run_1/ff_map.png
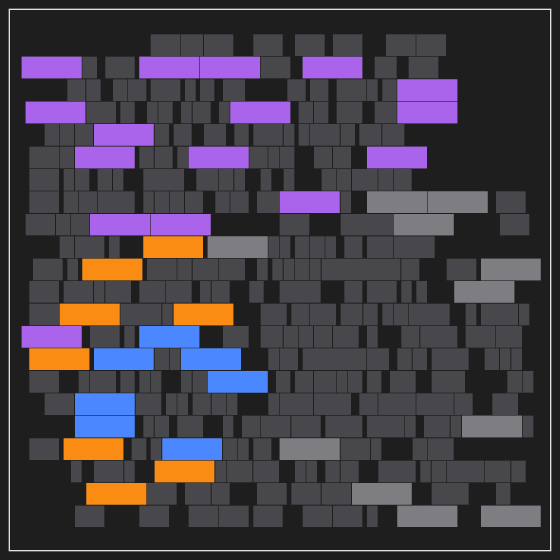
run_1/floorplan.png
Pins as bars on the die edge.
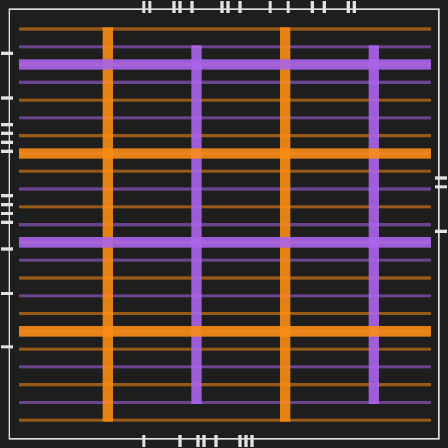
run_1/gates.png
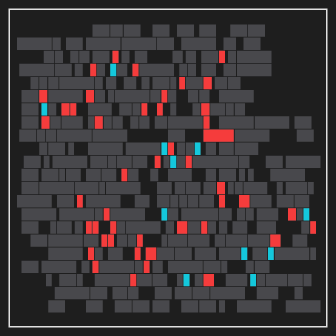
run_1/clock_nets.png
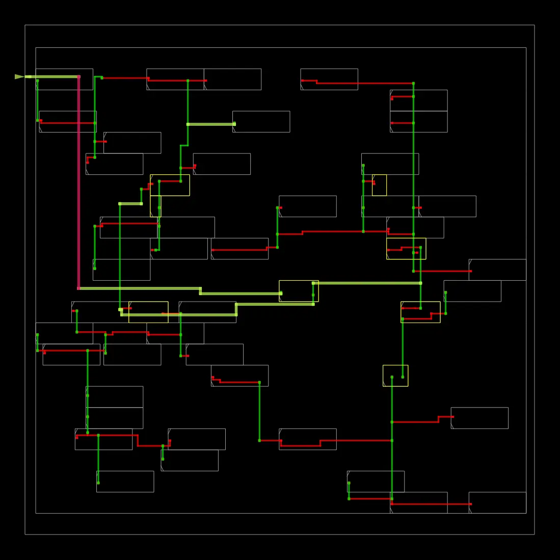
$ cat src/rtl/seq_det_pkg.sv
// Shared definitions for the programmable sequence detector.
//   len_w()    : width needed to hold a pattern length of 0..max_len
//   DEF_*      : power-on pattern / length / overlap mode
//   len_mask() : mask with bits [len-1:0] set (supports patterns up to 32 bits)
package seq_det_pkg;

    localparam logic [7:0] DEF_PAT = 8'b0000_1010;
    localparam int unsigned DEF_LEN = 4;
    localparam logic DEF_OVL = 1'b1;

    function automatic int unsigned len_w(input int unsigned max_len);
        return $clog2(max_len + 1);
    endfunction

    function automatic logic [31:0] len_mask(input int unsigned len);
        if (len >= 32) begin
            return '1;
        end
        return (32'd1 << len) - 32'd1;
    endfunction

endpackage

$ cat src/rtl/seq_detector_prog_if.sv
// Bus bundle for seq_detector_prog.
//   din_valid/din          : qualified serial input stream
//   cfg_load/cfg_pattern/cfg_len/cfg_overlap : runtime pattern configuration
//   count_clr              : clear the match counter
//   match/match_q/match_count/cfg_err        : detector results
// slave modport is the detector side; master modport is the driver side.
interface seq_detector_prog_if
    import seq_det_pkg::*;
#(
    parameter int unsigned MAX_LEN = 8,
    parameter int unsigned CNT_W   = 16
);
    localparam int unsigned LEN_W = len_w(MAX_LEN);

    logic               din_valid;
    logic               din;
    logic               cfg_load;
    logic [MAX_LEN-1:0] cfg_pattern;
    logic [LEN_W-1:0]   cfg_len;
    logic               cfg_overlap;
    logic               count_clr;
    logic               match;
    logic               match_q;
    logic [CNT_W-1:0]   match_count;
    logic               cfg_err;

    modport slave (
        input  din_valid, din, cfg_load, cfg_pattern, cfg_len, cfg_overlap, count_clr,
        output match, match_q, match_count, cfg_err
    );

    modport master (
        output din_valid, din, cfg_load, cfg_pattern, cfg_len, cfg_overlap, count_clr,
        input  match, match_q, match_count, cfg_err
    );

endinterface

$ cat src/rtl/seq_det_history.sv
// History shift register plus saturating fill counter.
//   clk, reset : clock, synchronous active-high reset
//   clr_i      : clear history and fill (has priority over shift)
//   shift_i    : shift din_i in at the LSB and bump fill
//   din_i      : serial bit
//   hist_o     : last MAX_LEN-1 bits, newest at bit 0
//   fill_o     : bits seen since last clear, saturating at MAX_LEN-1
module seq_det_history #(
    parameter int unsigned MAX_LEN = 8,
    parameter int unsigned LEN_W   = 4
) (
    input  logic               clk,
    input  logic               reset,
    input  logic               clr_i,
    input  logic               shift_i,
    input  logic               din_i,
    output logic [MAX_LEN-2:0] hist_o,
    output logic [LEN_W-1:0]   fill_o
);
    localparam int unsigned HW = MAX_LEN - 1;
    localparam logic [LEN_W-1:0] FILL_MAX = LEN_W'(MAX_LEN - 1);

    logic [HW-1:0]    hist_q, hist_d;
    logic [LEN_W-1:0] fill_q, fill_d;

    always_comb begin
        hist_d = hist_q;
        fill_d = fill_q;
        if (clr_i) begin
            hist_d = '0;
            fill_d = '0;
        end else if (shift_i) begin
            // Oldest bit drops off the top; works for HW == 1 too.
            hist_d = HW'({hist_q, din_i});
            if (fill_q != FILL_MAX) begin
                fill_d = fill_q + LEN_W'(1);
            end
        end
    end

    always_ff @(posedge clk) begin
        if (reset) begin
            hist_q <= '0;
            fill_q <= '0;
        end else begin
            hist_q <= hist_d;
            fill_q <= fill_d;
        end
    end

    assign hist_o = hist_q;
    assign fill_o = fill_q;

endmodule

$ cat src/rtl/seq_detector_prog.sv
// Programmable serial bit-pattern detector (1..MAX_LEN bits, runtime loaded).
//   clk, reset : clock, synchronous active-high reset
//   bus        : seq_detector_prog_if.slave (stream in, config in, results out)
// match is Mealy on the current din; match_q, match_count and cfg_err are
// registered. Overlapping or non-overlapping detection is selectable.
module seq_detector_prog
    import seq_det_pkg::*;
#(
    parameter int unsigned        MAX_LEN = 8,
    parameter int unsigned        CNT_W   = 16,
    parameter logic [MAX_LEN-1:0] PAT_RST = MAX_LEN'(DEF_PAT),
    parameter int unsigned        LEN_RST = DEF_LEN,
    parameter logic               OVL_RST = DEF_OVL
) (
    input  logic               clk,
    input  logic               reset,
    seq_detector_prog_if.slave bus
);
    localparam int unsigned LEN_W = len_w(MAX_LEN);

    logic [MAX_LEN-1:0] pat_q, pat_d;
    logic [LEN_W-1:0]   len_q, len_d;
    logic               ovl_q, ovl_d;
    logic               match_q, match_d;
    logic [CNT_W-1:0]   cnt_q, cnt_d;
    logic               err_q, err_d;

    logic [MAX_LEN-2:0] hist;
    logic [LEN_W-1:0]   fill;
    logic               hist_clr, hist_shift;
    logic               cfg_legal, hit, enough, match;
    logic [MAX_LEN-1:0] window, mask;

    seq_det_history #(
        .MAX_LEN (MAX_LEN),
        .LEN_W   (LEN_W)
    ) u_hist (
        .clk     (clk),
        .reset   (reset),
        .clr_i   (hist_clr),
        .shift_i (hist_shift),
        .din_i   (bus.din),
        .hist_o  (hist),
        .fill_o  (fill)
    );

    always_comb begin
        cfg_legal = (bus.cfg_len != '0) && (bus.cfg_len <= LEN_W'(MAX_LEN));

        // Window holds the last len bits with the live din at bit 0, so it lines
        // up with the LSB-aligned pattern; bits above len-1 are masked out.
        window = {hist, bus.din};
        mask   = MAX_LEN'(len_mask(32'(len_q)));
        hit    = ((window ^ pat_q) & mask) == '0;
        enough = fill >= (len_q - LEN_W'(1));
        match  = bus.din_valid & ~reset & ~bus.cfg_load & enough & hit;

        // A config-cycle din is dropped; a legal load or a non-overlap match
        // restarts the history.
        hist_clr   = (bus.cfg_load & cfg_legal) | (match & ~ovl_q);
        hist_shift = bus.din_valid & ~bus.cfg_load;

        pat_d = pat_q;
        len_d = len_q;
        ovl_d = ovl_q;
        if (bus.cfg_load && cfg_legal) begin
            pat_d = bus.cfg_pattern;
            len_d = bus.cfg_len;
            ovl_d = bus.cfg_overlap;
        end

        cnt_d = cnt_q;
        if (bus.count_clr) begin
            cnt_d = '0;
        end else if (match && (cnt_q != '1)) begin
            cnt_d = cnt_q + CNT_W'(1);
        end

        match_d = match;
        err_d   = bus.cfg_load & ~cfg_legal;
    end

    always_ff @(posedge clk) begin
        if (reset) begin
            pat_q   <= PAT_RST;
            len_q   <= LEN_W'(LEN_RST);
            ovl_q   <= OVL_RST;
            match_q <= 1'b0;
            cnt_q   <= '0;
            err_q   <= 1'b0;
        end else begin
            pat_q   <= pat_d;
            len_q   <= len_d;
            ovl_q   <= ovl_d;
            match_q <= match_d;
            cnt_q   <= cnt_d;
            err_q   <= err_d;
        end
    end

    assign bus.match       = match;
    assign bus.match_q     = match_q;
    assign bus.match_count = cnt_q;
    assign bus.cfg_err     = err_q;

endmodule
$ cat src/flat_wrapper.sv
// flat-port wrapper written by rule: the top's interface ports become plain ports
module seq_detector_prog_flat import seq_det_pkg::*;
#(
    parameter int unsigned        MAX_LEN = 8,
    parameter int unsigned        CNT_W   = 16,
    parameter logic [MAX_LEN-1:0] PAT_RST = MAX_LEN'(DEF_PAT),
    parameter int unsigned        LEN_RST = DEF_LEN,
    parameter logic               OVL_RST = DEF_OVL
)
  (clk, reset, bus_din_valid, bus_din, bus_cfg_load, bus_cfg_pattern, bus_cfg_len, bus_cfg_overlap, bus_count_clr, bus_match, bus_match_q, bus_match_count, bus_cfg_err);
  seq_detector_prog_if #(.MAX_LEN(MAX_LEN), .CNT_W(CNT_W)) bus_i ();
  input  logic clk;
  input  logic reset;
  input wire logic [$bits(bus_i.din_valid)-1:0] bus_din_valid;
  input wire logic [$bits(bus_i.din)-1:0] bus_din;
  input wire logic [$bits(bus_i.cfg_load)-1:0] bus_cfg_load;
  input wire logic [$bits(bus_i.cfg_pattern)-1:0] bus_cfg_pattern;
  input wire logic [$bits(bus_i.cfg_len)-1:0] bus_cfg_len;
  input wire logic [$bits(bus_i.cfg_overlap)-1:0] bus_cfg_overlap;
  input wire logic [$bits(bus_i.count_clr)-1:0] bus_count_clr;
  output wire logic [$bits(bus_i.match)-1:0] bus_match;
  output wire logic [$bits(bus_i.match_q)-1:0] bus_match_q;
  output wire logic [$bits(bus_i.match_count)-1:0] bus_match_count;
  output wire logic [$bits(bus_i.cfg_err)-1:0] bus_cfg_err;
  assign bus_i.din_valid = bus_din_valid;
  assign bus_i.din = bus_din;
  assign bus_i.cfg_load = bus_cfg_load;
  assign bus_i.cfg_pattern = bus_cfg_pattern;
  assign bus_i.cfg_len = bus_cfg_len;
  assign bus_i.cfg_overlap = bus_cfg_overlap;
  assign bus_i.count_clr = bus_count_clr;
  assign bus_match = bus_i.match;
  assign bus_match_q = bus_i.match_q;
  assign bus_match_count = bus_i.match_count;
  assign bus_cfg_err = bus_i.cfg_err;
  seq_detector_prog #(.MAX_LEN(MAX_LEN), .CNT_W(CNT_W), .PAT_RST(PAT_RST), .LEN_RST(LEN_RST), .OVL_RST(OVL_RST)) u_core (.clk(clk), .reset(reset), .bus(bus_i));
endmodule
$ cat config.mk
export PLATFORM = sky130hd
export DESIGN_NAME = seq_detector_prog_flat
export DESIGN_NICKNAME = d
export VERILOG_FILES = /design/src/rtl/seq_det_pkg.sv /design/src/rtl/seq_detector_prog_if.sv /design/src/rtl/seq_det_history.sv /design/src/rtl/seq_detector_prog.sv /design/src/flat_wrapper.sv
export SDC_FILE = /design/constraint.sdc
export NUM_CORES = 1
export LEC_CHECK = 0
export ABC_CLOCK_PERIOD_IN_PS = 7000
export CAP_MARGIN = 10
export CORE_UTILIZATION = 57
export CTS_CLUSTER_DIAMETER = 100
export DETAILED_ROUTE_END_ITERATION = 10
export PLACE_DENSITY = 0.89
export SLEW_MARGIN = 5
export SYNTH_ARGS = -nofsm -noshare
export SYNTH_HDL_FRONTEND = slang
export SYNTH_SLANG_ARGS = --single-unit
$ cat constraint.sdc
create_clock -name clk -period 7 [get_ports clk]
set_clock_uncertainty 0.15 [all_clocks]
set_input_delay 1.4 -clock clk [delete_from_list [all_inputs] [get_ports clk]]
set_output_delay 1.4 -clock clk [all_outputs]
set_load 0.01 [all_outputs]
==> impl_metrics.ini, run 1 <==
; yosys + openroad results
[floorplan]
row_count = 22
nWellTaps = 48
io_pins = 38

[synth]
top_logic_kind = simple AND/OR/NAND/NOR gates
ys_cells = 274
simple_gate_share_pct = 25.3
common_cells = dfxtp_1, nand2_1, a21oi_1, nor2_1
netlist_instances = 274
ff_type = dfxtp_1
synth_top_area_share_pct = 36.6
compound_area_share_pct = 16.1
synthMuxAreaShare_pct = 4.80
post-synth-top-area-cell = dfxtp_1

[clock_network]
ctsHoldBuffers = 0
cts_max_level = 2
cts_resized = 0
insertion_delay_ns = 0.29
clk_pin_slew_worst_paths_ns = 0.08
clock_path_buffers = 2

[worst_setup_path]
r2r_end = u_core.bus.match_count[15]
cp_max_fo = 9
crit_required_ns = 5.45
reg2regPathDepth = 11
critPathArrivalTime_ns = 3.87
cp_num_buf_inv = 2
crit_path_end = bus_match

[cells_and_area]
clk_share_pct = 3.15
n_fill_cell = 282
fin_area_um2 = 2740
largest_reg_flops = 16
logic_gates = 206
layout-drive-gt1-share_pct = 3.62

[timing]
slew_headroom_pct = 51.6
fin_setup_tns_ns = 0
setup_ws_ns = 1.58
tightest_slew_ns = 0.724
finalMaxSlewViolations = 0
setup_viol = 0

[power]
power_leader = sequential cells
p_seq_share_pct = 53.6
clkPwrFrac_pct = 32.8
power.total_uw = 466
sw_frac_of_total_pct = 25.9
p_seq_uw = 250

[detailed_routing]
ant_nets = 0
dr_wl_met2_mm = 2.39
viasPerCell = 5.89
avgRoutedWirePerCell_um = 14.1
route.met3.wl_um = 329
drt_iter0_drc = 146

[global_routing]
grtUsageMet1_pct = 32.9
use_met2_pct = 42.0

[status]
status = complete, no violations

[worst_hold_path]
min-delay-start = u_core.ovl_q
hold_end = u_core.ovl_q

[placement]
pre_cts_ws_ns = 1.61
-- ff_map.png (at the start) --
`u_core.pat_q`: shown in orange, sequential cells 8. `u_core.bus.match_count`: shown in purple, sequential cells 16. `u_core.u_hist.hist_o`: shown in blue, sequential cells 7.
flop share of the area: 30.7%
total area of sequential cells: 841 µm²

-- floorplan.png (at the start) --
VSS: shown in orange. VDD: shown in purple.
38 signal pins sit on the boundary. 4 straps on met5. 23 met1 rails follow the rows. 4 straps on met4.
floorplan core area: 3770 µm²
Chip Height: 65.5 µm
Die Wd: 65.5 µm
VDD IR max: 158 µV

-- gates.png (at the start) --
inv cells: shown in cyan, cells 11. nand cells: shown in red, cells 45.
post-route insts no fill: 352
most numerous logic cell after layout: dfxtp_1

-- clock_nets.png (at the start) --
CTS sink count: 42
seq_cells: 42
clkbuf count: 6
Clk power: 153 µW
CTS buffer count: 5

run_1/m1.png
Supply wires on this layer in gray.
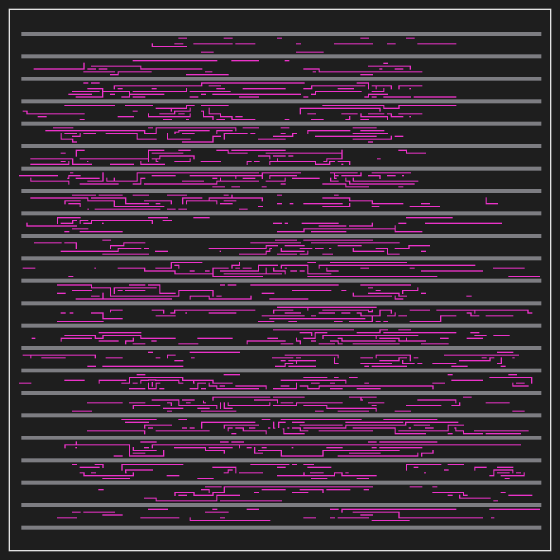

==> run 1 -> run 2 <==
- ABC_CLOCK_PERIOD_IN_PS: 7000 -> 4700
- CORE_UTILIZATION: 57 -> 48
- PLACE_DENSITY: 0.89 -> 0.8
- clock period: 7 -> 4.7 ns (I/O delays scaled with it)
run_2/m1.png
Supply wires on this layer in gray.
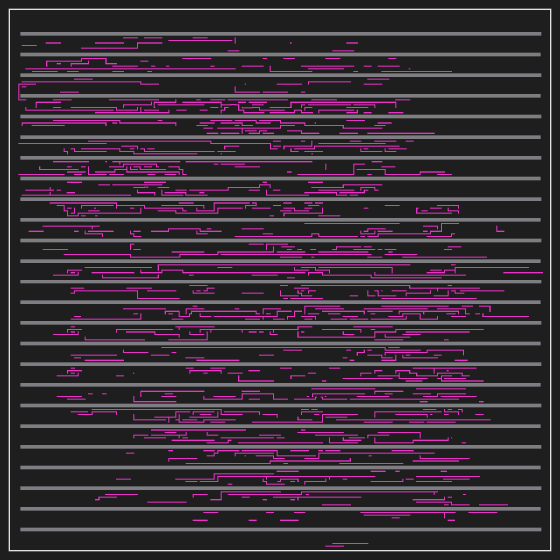
The layer holds 48% of the routed length. The layer carries 2470 µm of wire. 299 nets have wire on it. The wires run mostly horizontal. The longest straight run is 33.1 µm.
WL final: 5.15 mm
met1 usage: 29.9%

==> run 2 against run 1 <==
Non-clock buffer count up 3. The flow now finishes with violations (design-rule violations). Final area up 3.2%. Hold slack better by 0.0070 ns. Critical path type is now reg -> out. Die size up 18%. First-iteration DRC count down 4.1%.
==> impl_metrics.ini, run 2 <==
; yosys + openroad results
[status]
status = complete, but fails checks
violations = design-rule violations

[cells_and_area]
stdcell_count = 359
lay_top_count = dfxtp_1
logic_gates = 206
regArea_um2 = 841
clkbuf_count = 6
layout-drive-gt1-share_pct = 5.54
n_all_inverters = 11
sh_seq_area_pct = 29.7
largest_reg_flops = 16
flops = 42
fin_area_um2 = 2830
layout.nets = 337
nonClkBufAreaFrac_pct = 13.9
clk_share_pct = 5.04
n_fill_cell = 386

[worst_setup_path]
cp_num_buf_inv = 3
reg2regPathDepth = 12
cp_max_fo = 9
crit_required_ns = 3.61
crit_path_end = bus_match
cp-start-kind = register
critPathKind = reg -> out
critPathMostFrequentCell = inv_1
critPathArrivalTime_ns = 3.35
r2r_end = u_core.bus.match_count[15]

[worst_hold_path]
min-delay-start = u_core.u_hist.hist_o[6]
hold_end = u_core.u_hist.hist_o[6]

[synth]
ys_cells = 274
synthMuxAreaShare_pct = 4.80
post-synth-top-area-cell = dfxtp_1
synth_top_area_share_pct = 36.6
top_logic_kind = simple AND/OR/NAND/NOR gates
synth.avg_cell_area_um2 = 8.38
simple_gate_share_pct = 25.3
netlist_instances = 274
edf_count = 0
ff_type = dfxtp_1
compound_area_share_pct = 16.1

[power]
power.total_uw = 822
sw_frac_of_total_pct = 22.4
power_leader = sequential cells
clkPwrFrac_pct = 43.0
peakVddDrop_uv = 211
powerDensity_nw_per_um2 = 291
p_seq_share_pct = 45.3
p_seq_uw = 373

[detailed_routing]
drt_iter0_drc = 140
route.met3.wl_um = 223
ant_nets = 0
viasPerCell = 5.64
drc_errors = 2
avgRoutedWirePerCell_um = 14.3
dr_wl_met2_mm = 2.39

[clock_network]
clock_path_buffers = 2
cts_made_buffers = 5
cts_resized = 2
cts.sinks = 42
ctsHoldBuffers = 0
cts_max_level = 2

[floorplan]
io_pins = 38
row_count = 24
coreArea_um2 = 4470
nWellTaps = 52
die_w_um = 71.2
die_y_um = 71.2

[global_routing]
top_usage_layer = met2
overflow = 0
use_met2_pct = 34.2

[placement]
hpwlAfterDp_mm = 3.68
placed_area_um2 = 2680
pre_cts_ws_ns = 0.266

[timing]
fin_setup_tns_ns = 0
setup_ws_ns = 0.264
period_used_pct = 94.4
tightest_slew_ns = 0.650
setup_viol = 0
timing.fmax_mhz = 225
slew_headroom_pct = 56.6
finalMaxSlewViolations = 0
run_2/clock_nets.png
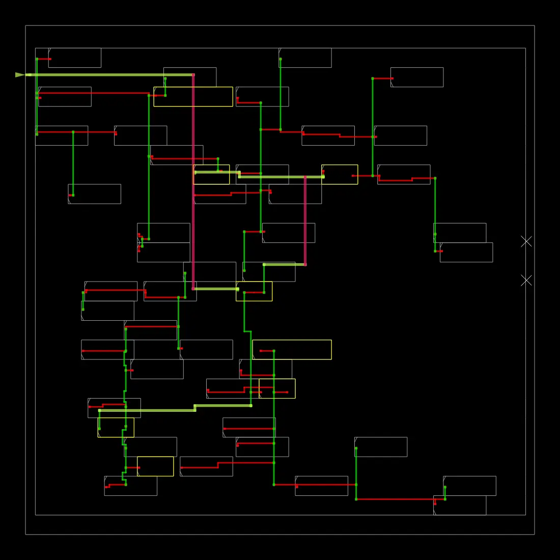
Late-Pin Clk Latency: 0.29 ns
Clk power: 353 µW

Power figures rest on the tool's default switching activity, not on a simulated workload.
